Fig. 1: run 1, a small window of the routed layout
The bar under the picture is 5 um long. Region (137, 137) to (157, 157) um. Cells in grey, sequential cells in the stronger grey; small squares are vias.
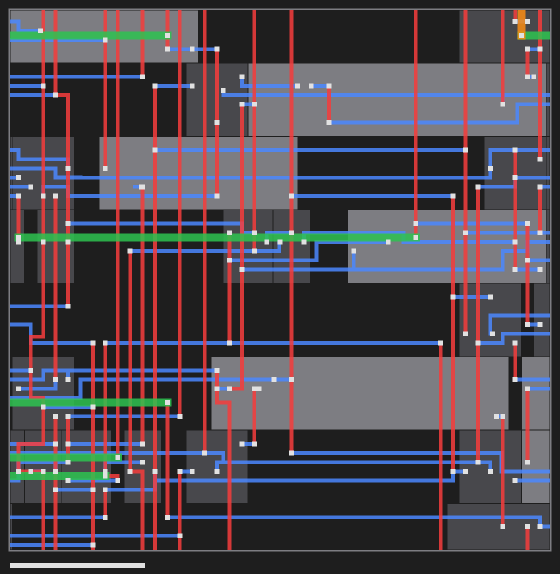
Fig. 2: run 1, signal wires on met1
The bar under the picture is 50 um long. Cells faint in the background.
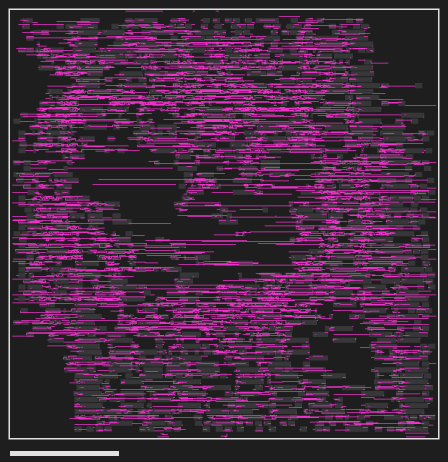
Fig. 3: run 1, routing congestion map
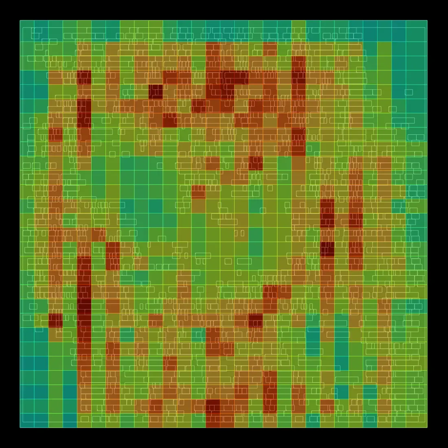
<file path="config.mk">
export PLATFORM = sky130hd
export DESIGN_NAME = fetch_unit
export DESIGN_NICKNAME = d
export VERILOG_FILES = /design/src/rtl/fetch_unit.sv
export SDC_FILE = /design/constraint.sdc
export NUM_CORES = 1
export LEC_CHECK = 0
export CORE_UTILIZATION = 40
export CTS_CLUSTER_SIZE = 40
export DETAILED_ROUTE_END_ITERATION = 6
export PLACE_DENSITY_LB_ADDON = 0.3
export SLEW_MARGIN = 30
export SYNTH_ARGS = -nofsm -noshare
export SYNTH_HDL_FRONTEND = slang
export SYNTH_SLANG_ARGS = --single-unit
</file>
<file path="constraint.sdc">
create_clock -name clk -period 8.6 [get_ports clk]
set_input_delay 2.15 -clock clk [delete_from_list [all_inputs] [get_ports clk]]
set_output_delay 2.15 -clock clk [all_outputs]
set_load 0.01 [all_outputs]
</file>
<file path="src/rtl/fetch_unit.sv">
// LEGv8 instruction fetch: PC, single-outstanding imem request/response, instruction queue.
// Optional B-instruction predecode enabled by defining FETCH_BRANCH_PREDECODE_EN.
module fetch_unit #(
   parameter int unsigned       PC_W        = 64,
   parameter logic [PC_W-1:0]   RESET_PC    = '0,
   parameter int unsigned       QUEUE_DEPTH = 2
) (
   input  logic            clk,
   input  logic            reset,
   output logic            imem_req_valid,
   output logic [PC_W-1:0] imem_req_addr,
   input  logic            imem_req_ready,
   input  logic            imem_rsp_valid,
   input  logic [31:0]     imem_rsp_data,
   output logic            inst_valid,
   output logic [31:0]     inst_data,
   output logic [PC_W-1:0] inst_pc,
   output logic            inst_predicted,
   input  logic            inst_ready,
   input  logic            redirect_valid,
   input  logic [PC_W-1:0] redirect_pc
);

   localparam int unsigned     PtrW  = $clog2(QUEUE_DEPTH);
   localparam int unsigned     CntW  = PtrW + 1;
   localparam logic [CntW-1:0] Depth = CntW'(QUEUE_DEPTH);

   typedef enum logic [1:0] {StFetch, StWait, StDiscard} state_e;

   state_e          state_q, state_d;
   logic [PC_W-1:0] pc_q, pc_d;
   logic [PC_W-1:0] req_pc_q, req_pc_d;
   logic [CntW-1:0] count_q, count_d;
   logic [PtrW-1:0] rd_ptr_q, rd_ptr_d;
   logic [PtrW-1:0] wr_ptr_q, wr_ptr_d;
   logic [31:0]     data_q [QUEUE_DEPTH];
   logic [PC_W-1:0] qpc_q  [QUEUE_DEPTH];

   logic            accept, deq, enq;
   logic [PC_W-1:0] next_pc;
   logic            unused_redirect_lsb;

   assign unused_redirect_lsb = ^redirect_pc[1:0];

   assign imem_req_valid = ~reset & (state_q == StFetch) & (count_q < Depth);
   assign imem_req_addr  = pc_q;
   assign accept         = imem_req_valid & imem_req_ready;
   assign inst_valid     = (count_q != '0);
   assign deq            = inst_valid & inst_ready;
   // A redirect drops any response arriving in the same cycle.
   assign enq            = (state_q == StWait) & imem_rsp_valid & ~redirect_valid;
   assign inst_data      = data_q[rd_ptr_q];
   assign inst_pc        = qpc_q[rd_ptr_q];

`ifdef FETCH_BRANCH_PREDECODE_EN
   logic                   enq_pred;
   logic [QUEUE_DEPTH-1:0] pred_q;

   always_comb begin
      next_pc  = req_pc_q + PC_W'(4);
      enq_pred = 1'b0;
      if (imem_rsp_data[31:26] == 6'b000101) begin
         next_pc  = req_pc_q + {{(PC_W-28){imem_rsp_data[25]}}, imem_rsp_data[25:0], 2'b00};
         enq_pred = 1'b1;
      end
   end

   always_ff @(posedge clk) begin
      if (reset) begin
         pred_q <= '0;
      end else if (enq) begin
         pred_q[wr_ptr_q] <= enq_pred;
      end
   end

   assign inst_predicted = pred_q[rd_ptr_q];
`else
   always_comb begin
      next_pc = req_pc_q + PC_W'(4);
   end

   assign inst_predicted = 1'b0;
`endif

   always_comb begin
      state_d  = state_q;
      pc_d     = pc_q;
      req_pc_d = req_pc_q;
      count_d  = count_q;
      rd_ptr_d = rd_ptr_q;
      wr_ptr_d = wr_ptr_q;

      case (state_q)
         StFetch: begin
            if (accept) begin
               req_pc_d = pc_q;
               state_d  = StWait;
            end
         end
         StWait: begin
            if (imem_rsp_valid) begin
               pc_d    = next_pc;
               state_d = StFetch;
            end
         end
         StDiscard: begin
            if (imem_rsp_valid) begin
               state_d = StFetch;
            end
         end
         default: state_d = StFetch;
      endcase

      if (enq) begin
         wr_ptr_d = wr_ptr_q + PtrW'(1);
      end
      if (deq) begin
         rd_ptr_d = rd_ptr_q + PtrW'(1);
      end
      case ({enq, deq})
         2'b10:   count_d = count_q + CntW'(1);
         2'b01:   count_d = count_q - CntW'(1);
         default: count_d = count_q;
      endcase

      // A request accepted this cycle is still outstanding and must be discarded.
      if (redirect_valid) begin
         count_d  = '0;
         rd_ptr_d = '0;
         wr_ptr_d = '0;
         pc_d     = {redirect_pc[PC_W-1:2], 2'b00};
         state_d  = (((state_q == StWait) && !imem_rsp_valid) || accept) ? StDiscard : StFetch;
      end
   end

   always_ff @(posedge clk) begin
      if (reset) begin
         state_q  <= StFetch;
         pc_q     <= RESET_PC;
         req_pc_q <= '0;
         count_q  <= '0;
         rd_ptr_q <= '0;
         wr_ptr_q <= '0;
      end else begin
         state_q  <= state_d;
         pc_q     <= pc_d;
         req_pc_q <= req_pc_d;
         count_q  <= count_d;
         rd_ptr_q <= rd_ptr_d;
         wr_ptr_q <= wr_ptr_d;
      end
   end

   always_ff @(posedge clk) begin
      if (reset) begin
         for (int i = 0; i < QUEUE_DEPTH; i++) begin
            data_q[i] <= '0;
            qpc_q[i]  <= '0;
         end
      end else if (enq) begin
         data_q[wr_ptr_q] <= imem_rsp_data;
         qpc_q[wr_ptr_q]  <= req_pc_q;
      end
   end

endmodule

</file>
==> results.cfg, run 1 <==
; flow metrics
[layout]
finalNetCount = 1774
nClkBuffers = 54
comb_cells = 1009
regArea_um2 = 8476
drive_above_1_share_pct = 11.73
area_growth_pct = 27.51
layout_top_cell = clkdlybuf4s50_1
seq_share_pct = 43.89
nFlopsAndLatches = 327
clk_share_pct = 6.013
largest_cell_class = registers
fill_cells = 3319
comb_area_share_pct = 32.01
most-common-layout-cells = 259 x clkdlybuf4s50_1, 223 x nand2_1, 192 x edfxtp_1, 133 x dfxtp_1, 124 x a21oi_1
fin_util_pct = 52.25
signal_buffers = 282
num-nonclk-inverters = 11

[synthesis]
synth-simple-area-share_pct = 22.03
synth_nets = 1584
synth-async-reset-ratio_pct = 0
yosys.stat.seqShare_pct = 55.92
synth_top_cell_by_count = nand2_1
ys_sh_xor_pct = 1.735
synth_flops = 327
yosysTopAreaCell = edfxtp_1
ys_dominant_reg_cell = edfxtp_1
mux_share_pct = 7.138
avgSynthCellArea_um2 = 10.25
syn_area_um2 = 15140
top_cells_by_count = 226 x nand2_1, 192 x edfxtp_1, 135 x dfxtp_1
ys_cells = 1478
top_cell_area_share_pct = 38.07
top_cells_by_area = edfxtp_1 38%, dfxtp_1 18%, mux2_2 7.1%, nand2_1 5.6%, and3_1 4.3%
aoi_share_pct = 9.195
synth_cell_type_count = 57
yosysWarnings = 0

[drt]
met3_length_um = 2926
wl_met2_um = 20850
wl_per_cell_um = 19.99
topRoutingLayerUsed = met5
vias = 12040
routed_wl_um = 44020
ant_nets = 0
viasPerCell = 5.468
drtIter0Drc = 766

[floorplan]
die_x_um = 196.6
ios = 265
tap_cells = 504
die_h_um = 196.6
dieArea_um2 = 38640
rows = 70
fp_util_pct = 40.97

[global_route]
grt_pass1_wl_um = 67440
grt_overflow = 0
grt_max_degree = 86
grt_pass1_vias = 11800
grt_usage_pct = 22.39

[worst_hold_path]
hold_path.class = register to register
holdPathStages = 2
whs_endpoint = req_pc_q[32]

[pwr]
p_int_w = 0.002738
p_clk_share_pct = 42.7
top_power_group = sequential cells
ir_drop_mv = 0.1292
fin_total_pwr_w = 0.003548
p_comb_w = 0.000287
p_sw_share_pct = 22.81
p_clk_w = 0.00152
pwr-share-seq_pct = 49.2
p_switching_w = 0.0008093
p_leak_nw = 6.860
powerDensity_nw_per_um2 = 183.7
seq-power_w = 0.00175

[timing]
finalCriticalPeriod_ns = 5.897
timing.fmax_mhz = 169.6
rsz0062_at_grt = false
fin_worst_skew_ns = 0.01348
fin_ws_ns = 2.703
finalSetupViolations = 0
finalMaxSlewViolations = 0
maxSlewHeadroom_pct = 31.73
fin_setup_tns_ns = 0
tightest_slew_ns = 1.024
period_used_pct = 68.57

[worst_setup_path]
r2r-end = imem_req_addr[61]
crit_family = buffers and inverters
worstRegToRegCells = 5
required_ns = 6.45
critical_path.max_stage_delay_ns = 0.67
worstSetupEndpoint = imem_req_valid
path_depth = 3
cp_max_fo = 49
ff2ff_setup_slack_ns = 5.43
path_cells = buf_4 -> nor3b_1 -> clkdlybuf4s50_1
setup.worst_path.start_class = primary input
crit_type = primary input to output pin
path_buffers = 2
timing.rr.start = req_pc_q[20]
crit_arrival_ns = 3.75

[place]
postPlaceCellArea_um2 = 18140
gp_congestion = 0.8228
place_ws_ns = 2.771
placedCellCount = 2133

[clocking]
cts_max_path_buffers = 3
cts_buffers = 37
cts_sinks = 327
tritoncts = yes
clock-root-buffer = clkbuf_16
clk_pin_slew_ns = 0.06
postCtsSetupRepairBufs = 0
ctsHoldBuffers = 0
cts_resized = 0

[run]
stage_log_warnings = 29
maxCapViolCount = 0

[status]
status = completed
-- Fig. 1 (at the start) --
| layer | colour |
|---|---|
| met3 | green |
| met1 | blue |
| met2 | red |
| met4 | orange |
cells with their middle in the window: 20
netlist names of flops here include: req_pc_q (3), qpc_q (2)
most frequent: nand2_1 (4), and2_1 (3), dfxtp_1 (3)
sequential cells in the window: 5

-- Fig. 2 (at the start) --
nets with wire on the layer: 1,628
share of all routed wire: 44%

-- Fig. 3 (at the start) --
GR peak layer: met2
M1 GR Usage: 30.12%
M2 GR Usage: 36.51%

==> run 1 -> run 2 <==
clock period = 4.95 ns   (was 8.6 ns; I/O delays follow)
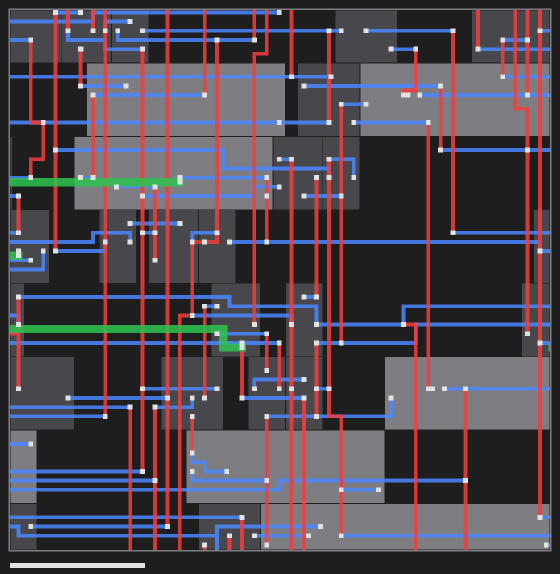
Fig. 4. A small window of the routed layout (run 2).
The bar under the picture is 5 um long. Region (137, 137) to (157, 157) um. Cells in grey, sequential cells in the stronger grey; small squares are vias.
| layer | colour |
|---|---|
| met1 | blue |
| met2 | red |
| met3 | green |
sequential cells in the window: 6
netlist names of flops here include: qpc_q (3), req_pc_q (2)
cells with their middle in the window: 25
most frequent: nand2_1 (6), a21oi_1 (4)

==> results.cfg, run 2 <==
; flow metrics
[global_route]
grt_max_degree = 87
grt_overflow = 0
grt_pass1_vias = 11760
gr-max-usage-layer = met2
grt_use_met1_pct = 30.63
grt_usage_pct = 22.50
grt_pass1_wl_um = 67570

[clocking]
postCtsSetupRepairBufs = 0
tritoncts = yes
cts_max_path_buffers = 3
clk_pin_slew_ns = 0.06
cts_resized = 0
clock-root-buffer = clkbuf_16
cts_sinks = 327
clk_latency_ns = 0.52
cts_buffers = 37

[floorplan]
rows = 70
ios = 265
fp_util_pct = 40.97
dieArea_um2 = 38640
die_x_um = 196.6
tap_cells = 504

[place]
gp_congestion = 0.8429
dp_hpwl_um = 27480
postPlaceCellArea_um2 = 18180
placedCellCount = 2135
place_ws_ns = 0.8601

[layout]
fin_util_pct = 52.49
drive_above_1_share_pct = 11.77
nClkBuffers = 51
comb_cells = 1009
num-nonclk-inverters = 11
seq_share_pct = 43.68
largest_cell_class = registers
clk_share_pct = 6.236
area_growth_pct = 28.11
fill_cells = 3315
signal_buffers = 284
layout_top_cell = clkdlybuf4s50_1
comb_area_share_pct = 31.86

[timing]
fin_ws_ns = 1.072
fin_worst_skew_ns = 0.01279
fin_setup_tns_ns = 0
timing.fmax_mhz = 257.9
finalMaxSlewViolations = 0
finalSetupViolations = 0
maxSlewHeadroom_pct = 35.42
fin_hold_ws_ns = 0.4678
rsz0062_at_grt = false
finalCriticalPeriod_ns = 3.878
period_used_pct = 78.33
tightest_slew_ns = 0.9687

[pwr]
seq-power_w = 0.00303
ir_drop_mv = 0.2277
p_switching_w = 0.001421
p_sw_share_pct = 22.72
p_clk_share_pct = 43.5
fin_total_pwr_w = 0.006254
p_clk_w = 0.00272
powerDensity_nw_per_um2 = 322.3
p_int_w = 0.004833
p_comb_w = 0.000498
pwr-share-seq_pct = 48.5

[synthesis]
ys_cells = 1478
synth-simple-area-share_pct = 22.03
aoi_share_pct = 9.195
yosys.stat.seqShare_pct = 55.92
avgSynthCellArea_um2 = 10.25
synth_cell_type_count = 57
ys_sh_xor_pct = 1.735
synth-async-reset-ratio_pct = 0
top_cells_by_area = edfxtp_1 38%, dfxtp_1 18%, mux2_2 7.1%, nand2_1 5.6%, and3_1 4.3%
yosysTopAreaCell = edfxtp_1
synth_top_cell_by_count = nand2_1
synth_flops = 327
yosysWarnings = 0
ys_dominant_reg_cell = edfxtp_1
top_cell_area_share_pct = 38.07
syn_area_um2 = 15140
mux_share_pct = 7.138
synth_nets = 1584

[worst_setup_path]
cp_max_fo = 49
crit_type = register to output pin
worstSetupEndpoint = inst_pc[24]
crit_arrival_ns = 2.64
worstRegToRegCells = 5
r2r-end = imem_req_addr[59]
timing.rr.start = req_pc_q[15]
path_buffers = 2
path_depth = 3
path_cells = buf_12 -> mux2_2 -> clkdlybuf4s50_1

[drt]
ant_nets = 0
topRoutingLayerUsed = met5
drtIter0Drc = 907
viasPerCell = 5.449
routed_wl_um = 44090
vias = 12020
wl_met2_um = 20730
wl_per_cell_um = 19.99

[run]
maxCapViolCount = 0

[worst_hold_path]
whs_endpoint = req_pc_q[7]
hold_path.class = register to register

[status]
status = completed
No activity file was given, so power comes from the tool's default toggle rates.
